[src/rtl/cpu_pkg.sv]
// rtl/cpu_pkg.sv - shared CPU widths, constants and the IF/ID pipeline record
// Contents: ADDR_W, INSTR_W, NOP_INSTR, PC_STEP, if_id_t, IF_ID_BUBBLE, align_word()
package cpu_pkg;

   localparam int ADDR_W  = 32;
   localparam int INSTR_W = 32;

   localparam logic [INSTR_W-1:0] NOP_INSTR = 32'h0000_0000;
   localparam logic [ADDR_W-1:0]  PC_STEP   = 32'd4;

   // IF/ID pipeline register contents; decode consumes the same record.
   typedef struct packed {
      logic [ADDR_W-1:0]  pc4;
      logic [INSTR_W-1:0] instr;
      logic               valid;
   } if_id_t;

   // A bubble carries a NOP, a zero PC+4 and is marked invalid.
   localparam if_id_t IF_ID_BUBBLE = '{pc4: '0, instr: NOP_INSTR, valid: 1'b0};

   // Force an address onto a word boundary by dropping the byte offset.
   function automatic logic [ADDR_W-1:0] align_word(input logic [ADDR_W-1:0] addr);
      return {addr[ADDR_W-1:2], 2'b00};
   endfunction

endpackage

[src/rtl/fetch_pc_reg.sv]
// rtl/fetch_pc_reg.sv - program counter register with next-PC selection
// Ports: clk_i, rst_i (sync, active-high), stall_i, branch_taken_i,
//        branch_target_i[31:0], pc_o[31:0] (the PC register itself)
module fetch_pc_reg
   import cpu_pkg::*;
#(
   parameter logic [ADDR_W-1:0] RESET_PC = 32'h0000_0000
) (
   input  logic              clk_i,
   input  logic              rst_i,
   input  logic              stall_i,
   input  logic              branch_taken_i,
   input  logic [ADDR_W-1:0] branch_target_i,
   output logic [ADDR_W-1:0] pc_o
);

   logic [ADDR_W-1:0] pc_q;
   logic [ADDR_W-1:0] pc_next;

   // A branch beats a stall so a redirect is never lost behind a hazard.
   // The increment wraps silently at the top of the address space.
   always_comb begin
      pc_next = pc_q + PC_STEP;
      if (branch_taken_i) begin
         pc_next = align_word(branch_target_i);
      end else if (stall_i) begin
         pc_next = pc_q;
      end
   end

   always_ff @(posedge clk_i) begin
      if (rst_i) begin
         pc_q <= RESET_PC;
      end else begin
         pc_q <= pc_next;
      end
   end

   // Memory address comes straight off the flop.
   assign pc_o = pc_q;

endmodule

[src/rtl/fetch_stage.sv]
// rtl/fetch_stage.sv - instruction fetch stage: PC, IF/ID register, fetch counter
// Ports: clk_i, rst_i (sync, active-high), stall_i, flush_i, branch_taken_i,
//        branch_target_i[31:0], instr_i[31:0] (async memory data for pc_addr_o),
//        pc_addr_o[31:0], if_id_pc4_o[31:0], if_id_instr_o[31:0], if_id_valid_o,
//        fetch_count_o[CNT_W-1:0]
module fetch_stage
   import cpu_pkg::*;
#(
   parameter logic [ADDR_W-1:0] RESET_PC  = 32'h0000_0000,
   parameter int                MEM_WORDS = 32,
   parameter int                CNT_W     = 16
) (
   input  logic               clk_i,
   input  logic               rst_i,
   input  logic               stall_i,
   input  logic               flush_i,
   input  logic               branch_taken_i,
   input  logic [ADDR_W-1:0]  branch_target_i,
   input  logic [INSTR_W-1:0] instr_i,
   output logic [ADDR_W-1:0]  pc_addr_o,
   output logic [ADDR_W-1:0]  if_id_pc4_o,
   output logic [INSTR_W-1:0] if_id_instr_o,
   output logic               if_id_valid_o,
   output logic [CNT_W-1:0]   fetch_count_o
);

   localparam logic [ADDR_W-3:0] MEM_WORDS_L = (ADDR_W-2)'(MEM_WORDS);
   localparam logic [CNT_W-1:0]  CNT_MAX     = {CNT_W{1'b1}};

   logic [ADDR_W-1:0] pc;
   logic [ADDR_W-1:0] pc_plus4;
   logic              in_range;
   logic              kill;
   logic              load_valid;
   if_id_t            if_id_q;
   logic [CNT_W-1:0]  count_q;

   fetch_pc_reg #(
      .RESET_PC (RESET_PC)
   ) u_pc_reg (
      .clk_i           (clk_i),
      .rst_i           (rst_i),
      .stall_i         (stall_i),
      .branch_taken_i  (branch_taken_i),
      .branch_target_i (branch_target_i),
      .pc_o            (pc)
   );

   assign pc_plus4 = pc + PC_STEP;

   // Words past the end of memory return undefined data; replace with a bubble.
   assign in_range = (pc[ADDR_W-1:2] < MEM_WORDS_L);

   // A redirect or flush squashes whatever is being fetched, even under stall.
   assign kill = branch_taken_i | flush_i;

   assign load_valid = ~kill & ~stall_i & in_range;

   always_ff @(posedge clk_i) begin
      if (rst_i) begin
         if_id_q <= IF_ID_BUBBLE;
      end else if (kill) begin
         if_id_q <= IF_ID_BUBBLE;
      end else if (!stall_i) begin
         if (in_range) begin
            if_id_q <= '{pc4: pc_plus4, instr: instr_i, valid: 1'b1};
         end else begin
            if_id_q <= IF_ID_BUBBLE;
         end
      end
   end

   // Counter saturates so a long-running system never sees it roll back to zero.
   always_ff @(posedge clk_i) begin
      if (rst_i) begin
         count_q <= '0;
      end else if (load_valid && (count_q != CNT_MAX)) begin
         count_q <= count_q + 1'b1;
      end
   end

   assign pc_addr_o     = pc;
   assign if_id_pc4_o   = if_id_q.pc4;
   assign if_id_instr_o = if_id_q.instr;
   assign if_id_valid_o = if_id_q.valid;
   assign fetch_count_o = count_q;

endmodule
[config.mk]
export PLATFORM = sky130hd
export DESIGN_NAME = fetch_stage
export DESIGN_NICKNAME = d
export VERILOG_FILES = /design/src/rtl/cpu_pkg.sv /design/src/rtl/fetch_pc_reg.sv /design/src/rtl/fetch_stage.sv
export SDC_FILE = /design/constraint.sdc
export NUM_CORES = 1
export LEC_CHECK = 0
export CAP_MARGIN = 10
export CORE_MARGIN = 4
export CORE_UTILIZATION = 44
export DETAILED_ROUTE_END_ITERATION = 16
export GPL_TIMING_DRIVEN = 0
export PLACE_DENSITY = 0.81
export RECOVER_POWER = 100
export SLEW_MARGIN = 0
export SYNTH_ARGS = -nofsm -noshare
export SYNTH_HDL_FRONTEND = slang
export SYNTH_SLANG_ARGS = --single-unit
[constraint.sdc]
create_clock -name clk_i -period 2.9 [get_ports clk_i]
set_clock_uncertainty 0.1 [all_clocks]
set_input_delay 0.725 -clock clk_i [delete_from_list [all_inputs] [get_ports clk_i]]
set_output_delay 0.725 -clock clk_i [all_outputs]
set_load 0.005 [all_outputs]
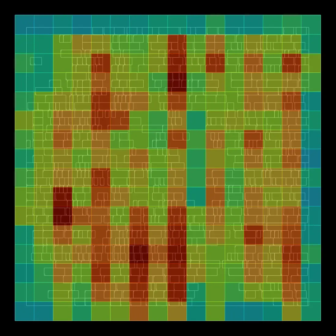
**Above:** run 1 (routing congestion).
met3 GRT Util: 5.26%
all-layer global routing usage: 23.0%
global routing's busiest layer: met2
routed wire length per instance: 17.0 um
met2 track demand over resource: 39.4%

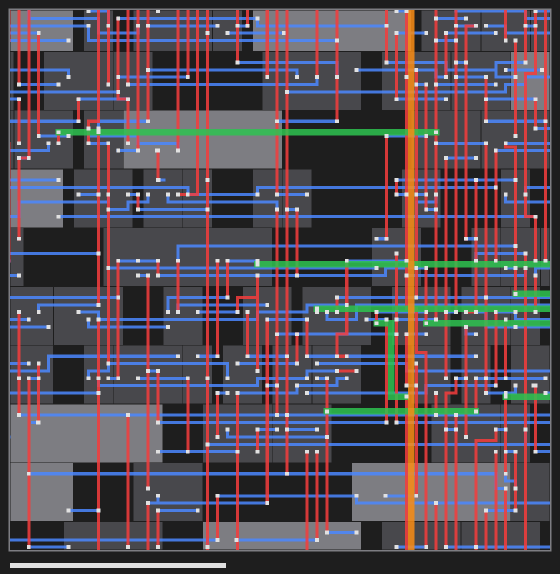
**Above:** run 1 (close-up of the layout).
Scale bar: 10 um. Window x 15 to 40, y 15 to 40 um. Cells in grey, sequential cells in the stronger grey; small squares are vias.
legend:
  M3:
    colour: green
  M4:
    colour: orange
  M2:
    colour: red
  M1:
    colour: blue
sequential cells in the window: 4
most frequent: nor2_1 (6), a211oi_1 (6), xor2_1 (5)
cells with their middle in the window: 52
netlist names of flops here include: u_pc_reg.pc_o (4)

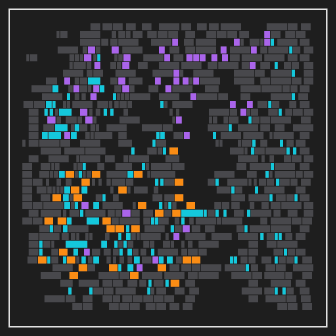
**Above:** run 1 (logic cells by family).
legend:
  xor and xnor cells:
    colour: orange
    cells: 32
  and/or cells:
    colour: purple
    cells: 49
  nor cells:
    colour: cyan
    cells: 116

## run 1: report_power, final
part	internal, mW	switching [mW]	leakage, nW
clock	0.327	0.529	0.0932
combinational	0.173	0.141	1.74
sequential	1.52	0.0436	0.885
## run 1: flip-flops by register name, indices dropped and copies added (netlist names)
| register | count |
|---|---|
| if_id_valid_o | 1 |
| fetch_count_o | 16 |
| u_pc_reg.pc_o | 30 |
| if_id_instr_o | 32 |
| if_id_pc4_o | 30 |
## run 1: metal layers
layer,GRT usage [%],vias to the layer above,share of wire (%)
met4,8.54,0,2.6
met5,0,-,0
met2,39.4,207,49
met3,5.26,23,6.4
li1,-,2234,-
met1,28.0,2190,42
## run 1: worst reg2reg max path, delay by kind of cell (launching register included)
kind	cells	cell delay (ns)
buf+inv	1	0.17
flops	1	0.35
simple gates	5	1.99
==> impl_table.tex, run 1 <==
% Generated from flow reports
\begin{tabular}{lr}
\hline
Metric & Value \\
\hline
\multicolumn{2}{l}{\textbf{Outcome}} \\
Status & finished clean \\
\multicolumn{2}{l}{\textbf{Die}} \\
DIE HEIGHT & 111 um \\
Starting Density & a little under half \\
Tapcells & roughly 140 \\
DIE AREA & 0.0122 mm2 \\
Total number of placement rows & 37 \\
Chip width & 111 um \\
Top-level I/O count & 182 \\
Standard cell core area & $\sim$0.010 mm2 \\
\multicolumn{2}{l}{\textbf{GRT}} \\
Remaining global-route overflow & 0 \\
Vias in the first global route & roughly 4700 \\
Wire length of the first global-routing pass & 23500 um \\
Maximum number of pins on one net before global-route repair & 20 \\
Antenna violations before repair & 1 \\
\multicolumn{2}{l}{\textbf{Synth}} \\
Area fraction in and, or, nand and nor cells after synthesis & 25.3\% \\
Most numerous cell in the Yosys netlist & dfxtp\_1 \\
Summed standard-cell area reported by yosys & 0.00463 mm2 \\
Distinct lib cells used & around 45 \\
Post-Synth AOI/OAI Area & between 10\% and 20\% \\
Dominant non-sequential cell family after synthesis & simple AND/OR/NAND/NOR gates \\
Syn. warnings & 0 \\
Post-synthesis mux area share & roughly 2.1\% \\
Post-Synth XOR/XNOR Area & between 6 and 7\% \\
Number of cell instances after yosys synthesis & about 520 \\
Netlist Area Pre-Place & 0.00463 mm2 \\
Post-synthesis average cell area & between 8 and 9 um2 \\
Number of enable-type register cells in the synthesized netlist & 0 \\
Top area cells in the synthesized netlist & dfxtp\_1 47\%, nor2\_1 6.7\%, a22oi\_1 6.0\% \\
Post-synthesis instance total & around 520 \\
Number of synthesized register bits & roughly 110 \\
Most area-hungry cell type in the Yosys netlist & dfxtp\_1 \\
Post-synth seq share & a little under half \\
Leading cell types by count after synthesis & 109 x dfxtp\_1, 83 x nor2\_1, 37 x a22oi\_1 \\
Post-synth top area share & a little under half \\
Share of flip-flops with an asynchronous set or reset & 0\% \\
Most used flip-flop cell after synthesis & dfxtp\_1 \\
Adder Share, Synth & less than 1\% \\
\multicolumn{2}{l}{\textbf{Placement}} \\
Cell Count Post-Placement & about 830 \\
Area post-placement & 0.00654 mm2 \\
Sum of net half-perimeters after detailed placement & about 11000 um \\
Final Wtd Congestion & 0.878 \\
Setup Slack @ Placement & -0.509 ns \\
Input/output buffers & 173 \\
\multicolumn{2}{l}{\textbf{Worst setup path}} \\
Total buffers and inverters traversed by the critical path & 2 \\
Sequence of cells on the critical path & clkdlybuf4s50\_1 > nor4\_4 > nand4\_1 > a211o\_4 > buf\_2 > nor4\_2 > mux2\_2 \\
Slack of the worst reg-to-reg path & between 0.2 and 0.25 ns \\
Worst endpoint required time & 3.04 ns \\
Number of cells on the worst reg-to-reg path & 6 \\
Critical Path Stages & 7 \\
Worst path slowest cell & clkdlybuf4s50\_1 \\
Path type of the worst setup path & in -> reg \\
Critical path's top delay family & simple AND/OR/NAND/NOR gates \\
Last element of the critical path & fetch\_count\_o[7] \\
Endpoint kind of the worst setup timing path & flop \\
Start point of the critical path & stall\_i \\
Maximum cell stage delay along the critical path & $\sim$0.49 ns \\
Source of the worst register-to-register timing path & u\_pc\_reg.pc\_o[7] \\
Arr. time, crit path & 2.96 ns \\
Worst setup SP type & input pin \\
Maximum fanout count along the critical path & 10 \\
End of the worst register-to-register path & u\_pc\_reg.pc\_o[31] \\
\multicolumn{2}{l}{\textbf{Drt}} \\
DRT antenna net count & 0 \\
DRC errors left & 0 \\
DR vias & between 4000 and 5000 \\
DR iter-0 viols & 336 \\
Length of the first detailed-routing pass in iterations & 6 \\
Routed wire length & 14500 um \\
Via density per instance & 5.48 \\
\multicolumn{2}{l}{\textbf{Final layout}} \\
Filler-free cell count of the finished design & 850 \\
Top class by area & multi-input combinational cells \\
Combinational gate area & 0.00226 mm2 \\
Fill cell count & 866 \\
Total area of sequential cells & $\sim$0.0022 mm2 \\
Clkbuf count & 9 \\
Top logic cell by instance count in the layout & dlygate4sd3\_1 \\
Clock buffer and inverter area fraction after layout & 2.72\% \\
Core occupancy in the finished layout & between 60\% and 70\% \\
Net total in the final layout & between 700 and 800 \\
Post-layout instance area & approximately 0.0068 mm2 \\
Synthesis-to-layout area growth & 46.0\% \\
Number of ordinary and repair buffers in the finished layout & 216 \\
Share of layout cells above drive strength 1 & 6.31\% \\
Seq\_cells & 109 \\
Register share of the cell area & between 30\% and 40\% \\
Number of antenna repair diodes & 1 \\
Multi-input gate count & 363 \\
Non-clock buffer contribution to total cell area & $\sim$28\% \\
Combinational fraction of the cell area & about a third \\
Inverters & 9 \\
Commonest cells after routing, fill and taps aside & 110 x dlygate4sd3\_1, 109 x dfxtp\_1, 83 x nor2\_1, 63 x clkdlybuf4s50\_1, 37 x a22oi\_1 \\
\multicolumn{2}{l}{\textbf{STA}} \\
Min Hold Slack & roughly 0.40 ns \\
Fin. max-slew vios & 0 \\
Final setup viols & 0 \\
Post-layout worst setup margin & $\sim$0.081 ns \\
Slew at the pin closest to its max-slew limit & slightly below 0.8 ns \\
Worst slew margin relative to its limit & approximately 48\% \\
Setup repair after global routing missed its margin & no \\
Fin crit share & 97.2\% \\
Final hold viol count & 0 \\
Maximum clock frequency & between 0.3 and 0.4 GHz \\
Final critical delay including setup and external delays & 2.82 ns \\
Aggregate negative setup slack & 0 ns \\
\multicolumn{2}{l}{\textbf{Clock network}} \\
Hold bufs inserted after CTS & 0 \\
Maximum root-to-sink buffer count & 2 \\
Cell resize tally after clock tree synthesis & 3 \\
Number of buffers created by CTS & 9 \\
Number of clock sinks & $\sim$110 \\
Insertion delay of the later-clocked pin in the worst-skew pair & 0.36 ns \\
Clock input transition at the sequential cells of the worst setup and hold paths & 0.10 ns \\
CTS tree & built \\
Library cell used as clock root buffer & clkbuf\_8 \\
Post-CTS setup buffer count & 0 \\
H-tree levels & 3 \\
\multicolumn{2}{l}{\textbf{Min path}} \\
Endpoint of the worst hold path & if\_id\_pc4\_o[12] \\
Hold Path Cell Cnt & 1 \\
Type of the tightest min-delay check & reg -> reg \\
Origin of the worst min-delay path & if\_id\_pc4\_o[12] \\
\multicolumn{2}{l}{\textbf{Job}} \\
Warning total across the stage logs & 28 \\
Count of maximum capacitance violations & 0 \\
\multicolumn{2}{l}{\textbf{Power and ir drop}} \\
Power per unit of standard cell area & around 410 mW/mm2 \\
Leakage & 2.72 nW \\
Worst-case vdd ir drop & 291 uV \\
Power after layout & roughly 2.7 mW \\
\hline
\end{tabular}
==> run 1 -> run 2 <==
--- a/config.mk
+++ b/config.mk
@@ -16,3 +16,4 @@
 export SYNTH_ARGS = -nofsm -noshare
 export SYNTH_HDL_FRONTEND = slang
 export SYNTH_SLANG_ARGS = --single-unit
+export TNS_END_PERCENT = 30
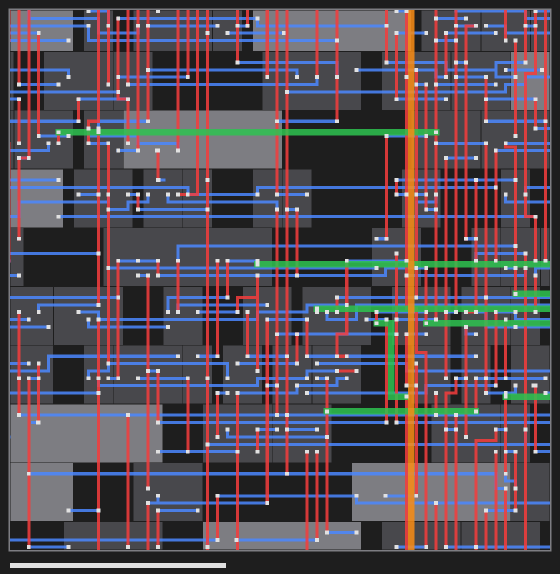
**Above:** run 2 (close-up of the layout).
Scale bar: 10 um. Window x 15 to 40, y 15 to 40 um. Cells in grey, sequential cells in the stronger grey; small squares are vias.
legend:
  M4:
    colour: orange
  M2:
    colour: red
  M1:
    colour: blue
  M3:
    colour: green
cells with their middle in the window: 52
netlist names of flops here include: u_pc_reg.pc_o (4)
most frequent: nor2_1 (6), a211oi_1 (6), xor2_1 (5)
sequential cells in the window: 4

==> run 2 against run 1 <==
Effect of this change: first-iteration DRC count unchanged; flip-flop count unchanged; global-route usage unchanged; critical endpoint unchanged; highest routed layer unchanged.
==> impl_table.tex, run 2 <==
% Generated from flow reports
\begin{tabular}{lr}
\hline
Metric & Value \\
\hline
\multicolumn{2}{l}{\textbf{Placement}} \\
Sum of net half-perimeters after detailed placement & 11200 um \\
Input/output buffers & about 170 \\
Area post-placement & 0.00654 mm2 \\
Setup Slack @ Placement & -0.509 ns \\
Cell Count Post-Placement & roughly 830 \\
Final Wtd Congestion & slightly below 0.9 \\
\multicolumn{2}{l}{\textbf{Min path}} \\
Endpoint of the worst hold path & if\_id\_pc4\_o[12] \\
Hold Path Cell Cnt & 1 \\
Type of the tightest min-delay check & reg -> reg \\
Origin of the worst min-delay path & if\_id\_pc4\_o[12] \\
\multicolumn{2}{l}{\textbf{GRT}} \\
Maximum number of pins on one net before global-route repair & 20 \\
Vias in the first global route & approximately 4700 \\
Remaining global-route overflow & 0 \\
Wire length of the first global-routing pass & about 23000 um \\
Global routing's busiest layer & met2 \\
Met1 usage in global routing & 28.0\% \\
\multicolumn{2}{l}{\textbf{Drt}} \\
Met3 layer wire length in the routed design & roughly 930 um \\
DR iter-0 viols & $\sim$340 \\
DR vias & 4654 \\
DR WL met2 & 7050 um \\
Routed wire length per instance & 17.0 um \\
\multicolumn{2}{l}{\textbf{Power and ir drop}} \\
Share of total power in sequential cells & approximately 57\% \\
Portion of total power attributed to the clock network & a little under a third \\
Leakage & roughly 2.7 nW \\
Power after layout & 2.74 mW \\
Cell internal pwr & 2.02 mW \\
Net switching power & 713 uW \\
Clk. pwr & around 860 uW \\
Switching fraction of total power & 26.1\% \\
Worst-case vdd ir drop & 291 uV \\
\multicolumn{2}{l}{\textbf{Die}} \\
Starting Density & 45.0\% \\
Top-level I/O count & 182 \\
Chip width & approximately 110 um \\
Standard cell core area & approximately 0.010 mm2 \\
\multicolumn{2}{l}{\textbf{Worst setup path}} \\
Sequence of cells on the critical path & clkdlybuf4s50\_1 > nor4\_4 > nand4\_1 > a211o\_4 > buf\_2 > nor4\_2 > mux2\_2 \\
Endpoint kind of the worst setup timing path & flop \\
Number of cells on the worst reg-to-reg path & 6 \\
Critical path's top delay family & simple AND/OR/NAND/NOR gates \\
Path type of the worst setup path & in -> reg \\
Worst setup SP type & input pin \\
Worst endpoint required time & a little over 3 ns \\
Slack of the worst reg-to-reg path & $\sim$0.24 ns \\
Critical Path Stages & 7 \\
Source of the worst register-to-register timing path & u\_pc\_reg.pc\_o[7] \\
Maximum fanout count along the critical path & 10 \\
\multicolumn{2}{l}{\textbf{STA}} \\
Maximum clock frequency & roughly 0.35 GHz \\
Aggregate negative setup slack & 0 ns \\
Setup repair after global routing missed its margin & no \\
Final setup viols & 0 \\
Min Hold Slack & about 0.40 ns \\
Slew at the pin closest to its max-slew limit & 0.773 ns \\
Final critical delay including setup and external delays & approximately 2.8 ns \\
Fin. max-slew vios & 0 \\
Final hold viol count & 0 \\
Worst slew margin relative to its limit & between 40\% and 50\% \\
Fin crit share & 97.2\% \\
\multicolumn{2}{l}{\textbf{Clock network}} \\
Number of buffers created by CTS & 9 \\
Hold bufs inserted after CTS & 0 \\
Library cell used as clock root buffer & clkbuf\_8 \\
Clock input transition at the sequential cells of the worst setup and hold paths & 0.10 ns \\
H-tree levels & 3 \\
Maximum root-to-sink buffer count & 2 \\
Cell resize tally after clock tree synthesis & 3 \\
Insertion delay of the later-clocked pin in the worst-skew pair & roughly 0.36 ns \\
\multicolumn{2}{l}{\textbf{Final layout}} \\
Synthesis-to-layout area growth & 46.0\% \\
Core occupancy in the finished layout & between 60\% and 70\% \\
Filler-free cell count of the finished design & roughly 850 \\
Commonest cells after routing, fill and taps aside & 110 x dlygate4sd3\_1, 109 x dfxtp\_1, 83 x nor2\_1, 63 x clkdlybuf4s50\_1, 37 x a22oi\_1 \\
Top logic cell by instance count in the layout & dlygate4sd3\_1 \\
\multicolumn{2}{l}{\textbf{Synth}} \\
Most numerous cell in the Yosys netlist & dfxtp\_1 \\
Most area-hungry cell type in the Yosys netlist & dfxtp\_1 \\
Post-synth top area share & about 47\% \\
Leading cell types by count after synthesis & 109 x dfxtp\_1, 83 x nor2\_1, 37 x a22oi\_1 \\
Share of flip-flops with an asynchronous set or reset & 0\% \\
Post-synth seq share & between 40\% and 50\% \\
Syn. warnings & 0 \\
\multicolumn{2}{l}{\textbf{Outcome}} \\
Status & finished clean \\
\multicolumn{2}{l}{\textbf{Job}} \\
Warning total across the stage logs & 28 \\
Count of maximum capacitance violations & 0 \\
\hline
\end{tabular}
[run 2: area by class of cell]
cell class                 instances  area [um2]  share of cell area (%)
timing repair buffer             173        1730                    25.6
inverter                           9        33.8                   0.500
clock buffer                       9         124                    1.83
antenna                            1        2.50                  0.0370
buffer                            43         193                    2.85
multi-input combinational        363        2260                    33.4
sequential                       109        2180                    32.3
clock inverter                     7        60.1                   0.889
tap                              136         170                    2.52
[run 2: kinds of logic after synthesis]
logic type      after synthesis  synth area share [%]
compound gates               92                  13.8
xor+xnor                     32                  6.06
fa+ha+maj                     2                 0.541
buf+inv                      52                  4.98
flops                       109                  47.2
mux                           9                  2.08
other cells                   1                0.0810
simple gates                224                  25.3
No activity file was given, so power comes from the tool's default toggle rates.
